Metal 4:
Drawn at 2 px/um.
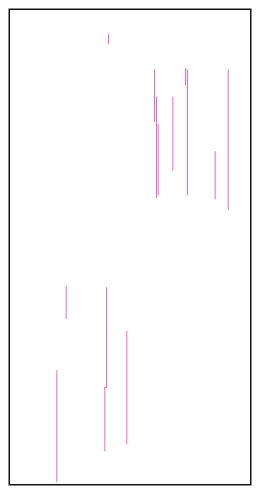
Pin placement:
Drawn at 2 px/um. Pins as bars across the die edge, other pins in grey.
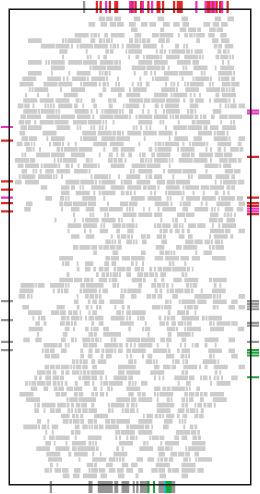
==> src/rtl/int4_dot_accumulator_pkg.sv <==
// Shared definitions for the INT4 dot-product accumulator: FSM encoding,
// lane geometry and a small popcount helper.
package int4_dot_accumulator_pkg;

  typedef enum logic {
    ACCUM = 1'b0,
    HOLD  = 1'b1
  } state_t;

  localparam int LANES  = 4;
  localparam int W_W    = 4;   // INT4 weight nibble
  localparam int ACT_W  = 8;   // INT8 activation
  localparam int PROD_W = 13;  // 5b x 8b signed product
  localparam int DOT_W  = 15;  // sum of four lane products

  function automatic logic [2:0] popcount4(input logic [LANES-1:0] m);
    popcount4 = 3'(m[0]) + 3'(m[1]) + 3'(m[2]) + 3'(m[3]);
  endfunction

endpackage

==> src/rtl/int4_lane_dot.sv <==
// Combinational 4-lane INT4 x INT8 dot product with per-lane zero gating.
// A zero-weight lane forces both multiplier operands to 0 so it never toggles.
module int4_lane_dot
  import int4_dot_accumulator_pkg::*;
(
  input  logic                      w_signed,
  input  logic [LANES*W_W-1:0]      w_packed,
  input  logic [LANES*ACT_W-1:0]    act,
  output logic signed [DOT_W-1:0]   dot,
  output logic [LANES-1:0]          zero_mask
);

  logic signed [PROD_W-1:0] prod [LANES];

  generate
    for (genvar gi = 0; gi < LANES; gi++) begin : g_lane
      logic [W_W-1:0]          w_nib;
      logic signed [W_W:0]     w_ext;
      logic signed [ACT_W-1:0] a_op;

      assign w_nib         = w_packed[gi*W_W +: W_W];
      assign zero_mask[gi] = (w_nib == '0);
      assign w_ext         = zero_mask[gi] ? '0 : {w_signed & w_nib[W_W-1], w_nib};
      assign a_op          = zero_mask[gi] ? '0 : act[gi*ACT_W +: ACT_W];
      assign prod[gi]      = PROD_W'(w_ext) * PROD_W'(a_op);
    end
  endgenerate

  always_comb begin
    dot = '0;
    for (int i = 0; i < LANES; i++) begin
      dot = dot + DOT_W'(prod[i]);
    end
  end

endmodule

==> src/rtl/int4_dot_accumulator.sv <==
// Accumulates 4-lane INT4 x INT8 dot products over a vector and presents the
// sum on a valid/ready output. Optional zero-lane statistics: INT4_DOT_ZSTAT_EN.
module int4_dot_accumulator
  import int4_dot_accumulator_pkg::*;
#(
  parameter int ACC_W   = 32,
  parameter int MAX_LEN = 256,
  parameter int CNT_W   = $clog2(MAX_LEN + 1)
) (
  input  logic                    clk,
  input  logic                    rst,
  input  logic                    w_signed,
  input  logic                    in_valid,
  output logic                    in_ready,
  input  logic [15:0]             in_w_packed,
  input  logic [31:0]             in_act,
  input  logic                    in_last,
  output logic                    out_valid,
  input  logic                    out_ready,
  output logic signed [ACC_W-1:0] out_result,
  output logic [CNT_W-1:0]        out_count,
  output logic                    out_trunc
`ifdef INT4_DOT_ZSTAT_EN
  ,
  output logic [CNT_W+1:0]        out_zero_lanes
`endif
);

  localparam logic [CNT_W-1:0] MAX_CNT = CNT_W'(MAX_LEN);

  state_t                  state_reg, state_next;
  logic [ACC_W-1:0]        acc_reg, acc_next;
  logic [CNT_W-1:0]        count_reg, count_next;
  logic [ACC_W-1:0]        out_result_reg;
  logic [CNT_W-1:0]        out_count_reg;
  logic                    out_trunc_reg;
  logic signed [DOT_W-1:0] beat_dot;
  logic [LANES-1:0]        zero_mask;
  logic                    beat;
  logic                    close_vec;

  int4_lane_dot u_lane_dot (
    .w_signed  (w_signed),
    .w_packed  (in_w_packed),
    .act       (in_act),
    .dot       (beat_dot),
    .zero_mask (zero_mask)
  );

  // An all-gated beat contributes nothing, so the accumulator adder is bypassed.
  assign beat       = in_valid && in_ready;
  assign acc_next   = (&zero_mask) ? acc_reg : acc_reg + ACC_W'(beat_dot);
  assign count_next = count_reg + CNT_W'(1);
  assign close_vec  = beat && (in_last || (count_next == MAX_CNT));

  always_comb begin
    state_next = state_reg;
    in_ready   = 1'b0;
    out_valid  = 1'b0;
    case (state_reg)
      ACCUM: begin
        in_ready = 1'b1;
        if (close_vec) state_next = HOLD;
      end
      HOLD: begin
        out_valid = 1'b1;
        if (out_ready) state_next = ACCUM;
      end
      default: state_next = ACCUM;
    endcase
  end

  always_ff @(posedge clk) begin
    if (rst) begin
      state_reg      <= ACCUM;
      acc_reg        <= '0;
      count_reg      <= '0;
      out_result_reg <= '0;
      out_count_reg  <= '0;
      out_trunc_reg  <= 1'b0;
    end else begin
      state_reg <= state_next;
      if (beat) begin
        if (close_vec) begin
          out_result_reg <= acc_next;
          out_count_reg  <= count_next;
          out_trunc_reg  <= !in_last;
          acc_reg        <= '0;
          count_reg      <= '0;
        end else begin
          acc_reg   <= acc_next;
          count_reg <= count_next;
        end
      end
    end
  end

  assign out_result = out_result_reg;
  assign out_count  = out_count_reg;
  assign out_trunc  = out_trunc_reg;

`ifdef INT4_DOT_ZSTAT_EN
  logic [CNT_W+1:0] zero_acc_reg, zero_acc_next;
  logic [CNT_W+1:0] out_zero_lanes_reg;

  assign zero_acc_next = zero_acc_reg + (CNT_W + 2)'(popcount4(zero_mask));

  always_ff @(posedge clk) begin
    if (rst) begin
      zero_acc_reg       <= '0;
      out_zero_lanes_reg <= '0;
    end else if (beat) begin
      if (close_vec) begin
        out_zero_lanes_reg <= zero_acc_next;
        zero_acc_reg       <= '0;
      end else begin
        zero_acc_reg <= zero_acc_next;
      end
    end
  end

  assign out_zero_lanes = out_zero_lanes_reg;
`endif

endmodule

==> config.mk <==
export PLATFORM = sky130hd
export DESIGN_NAME = int4_dot_accumulator
export DESIGN_NICKNAME = d
export VERILOG_FILES = /design/src/rtl/int4_dot_accumulator_pkg.sv /design/src/rtl/int4_lane_dot.sv /design/src/rtl/int4_dot_accumulator.sv
export SDC_FILE = /design/constraint.sdc
export NUM_CORES = 1
export LEC_CHECK = 0
export CORE_AREA = 2 2 118 235
export DETAILED_ROUTE_END_ITERATION = 12
export DIE_AREA = 0 0 120 237
export GPL_ROUTABILITY_DRIVEN = 0
export GPL_TIMING_DRIVEN = 1
export SKIP_CTS_REPAIR_TIMING = 1
export SLEW_MARGIN = 20
export SYNTH_ARGS = -nofsm -noshare
export SYNTH_HDL_FRONTEND = slang
export SYNTH_SLANG_ARGS = --single-unit
==> constraint.sdc <==
create_clock -name clk -period 33.6 [get_ports clk]
set_clock_uncertainty 0.1 [all_clocks]
set_input_delay 6.72 -clock clk [delete_from_list [all_inputs] [get_ports clk]]
set_output_delay 6.72 -clock clk [all_outputs]
set_load 0.005 [all_outputs]
==> flow_summary_export.csv <==
group,metric,value,unit
clocking,cts_tree,"built",
route,vias_per_cell,5.35,
synthesis,ys_seq_share,14.2,%
synthesis,yosysChipArea,11900,um^2
outcome,status,"complete, no violations",
clocking,htree_levels,3,
route,wl_per_cell,16.6,um
flow_run,cap_violations,0,
floorplan,ios,98,
timing,slew_violations,0,
layout,final_nets,1780,
timing,max-slew-margin-rel,24.2,%
timing,holdWs,0.353,ns
layout,lay_top_cells,"inv_1 (232), fa_1 (186), nand2_1 (137)",
route,ant_nets,0,
layout,final_util,50.1,%
timing,fin_ws,17.28,ns
global_routing,gr-total-overflow,0,
clocking,clk_latency,0.36,ns
layout,stdcell_count,1792,
route,drc,0,
synthesis,ys_ff,84,
timing,min_period,16.32,ns
synthesis,fp_nets,1718,
critical_path,path_common_cell,"fa_1",
synthesis,netlist_area,11900,um^2
clocking,clkSinkCount,84,
layout,final_common_cell,"inv_1",
clocking,clk_pin_slew,0.06,ns
global_routing,antenna_found_initial,0,
placement,dp_hpwl,24200,um
timing,final-hold-violation-count,0,
synthesis,ff_type,"dfxtp_1",
timing,tightest_slew,1.13,ns
timing,grt_setup_unrepaired,"false",
clocking,cts_root_buffer,"clkbuf_16",
global_routing,grtUsageTotal,21.6,%
critical_path,critPathMaxStageDelay,0.92,ns
About 'metal 4':
- nets with wire on the layer: 13
- share of all routed wire: 1.8%
- longest straight run: 70.0 um
wirelength, routed: 29,700 um
via count: 9,588

About 'pin placement':
- red: in_act (pins 32; direction input; edge 22 top, 5 right, 5 left)
- cyan: out_valid (pins 1; direction output; edge bottom)
- magenta: in_w_packed (pins 16; direction input; edge 10 top, 4 right, 2 left)
- green: out_count (pins 9; direction output; edge 5 bottom, 4 right)
Die X: 120 um
chip height: 237 um
port bufs: 97

## per-layer routing
metal / global-route usage (%) / routed length [um]
met3: 2.79 / 1050
met5: 0 / 0
met1: 26.8 / 12100
met2: 39.2 / 16000
met4: 5.17 / 528
## kinds of logic (layout without fill, tap and decap cells)
kind of cell | count (synthesis) | count (layout) | share of synthesized area, %
compound gates | 239 | 239 | 13.4
xor+xnor | 53 | 53 | 3.92
fa+ha+maj | 286 | 286 | 42.0
buf+inv | 286 | 352 | 9.15
flops | 84 | 84 | 14.2
mux | 5 | 5 | 0.422
simple gates | 425 | 425 | 16.9
## final timing paths
kind	end	depth (start not counted)	start	slack, ns
worst max-delay path	out_result[30]	29	in_w_packed[11]	17.28
worst min-delay path	out_result[21]	2	out_result[21]	0.35
worst max register to register	acc_reg[27]	10	count_reg[2]	29.90
worst min register to register	out_result[21]	2	out_result[21]	0.35
## tightest hold or removal path: stages (launching register included)
cell	delay [ns]
dfxtp_1	0.31
nand2_1	0.05
a21oi_1	0.05
## synthesized netlist by cell type (19+ instances only)
| library cell | number | area share (%) |
|---|---|---|
| a22oi_1 | 22 | 1.4 |
| inv_1 | 232 | 7.3 |
| and2_1 | 68 | 3.6 |
| nand3_1 | 20 | 0.84 |
| nand2_1 | 137 | 4.3 |
| a21o_1 | 24 | 1.5 |
| or2_2 | 19 | 1.0 |
| a21oi_1 | 70 | 3.0 |
| fa_1 | 186 | 31 |
| xnor2_1 | 37 | 2.7 |
| ha_1 | 100 | 11 |
| clkbuf_1 | 47 | 1.5 |
| nor2_1 | 117 | 3.7 |
| o21ai_0 | 27 | 1.1 |
| dfxtp_1 | 84 | 14 |
## area by class of cell
cell class / instances / area, um^2 / area share (%)
tap: 348 / 435 / 3.25
clock buffer: 11 / 243 / 1.81
multi-input combinational: 1008 / 9100 / 68.0
timing repair buffer: 105 / 1030 / 7.67
sequential: 84 / 1680 / 12.6
inverter: 232 / 871 / 6.51
clock inverter: 4 / 26.3 / 0.196
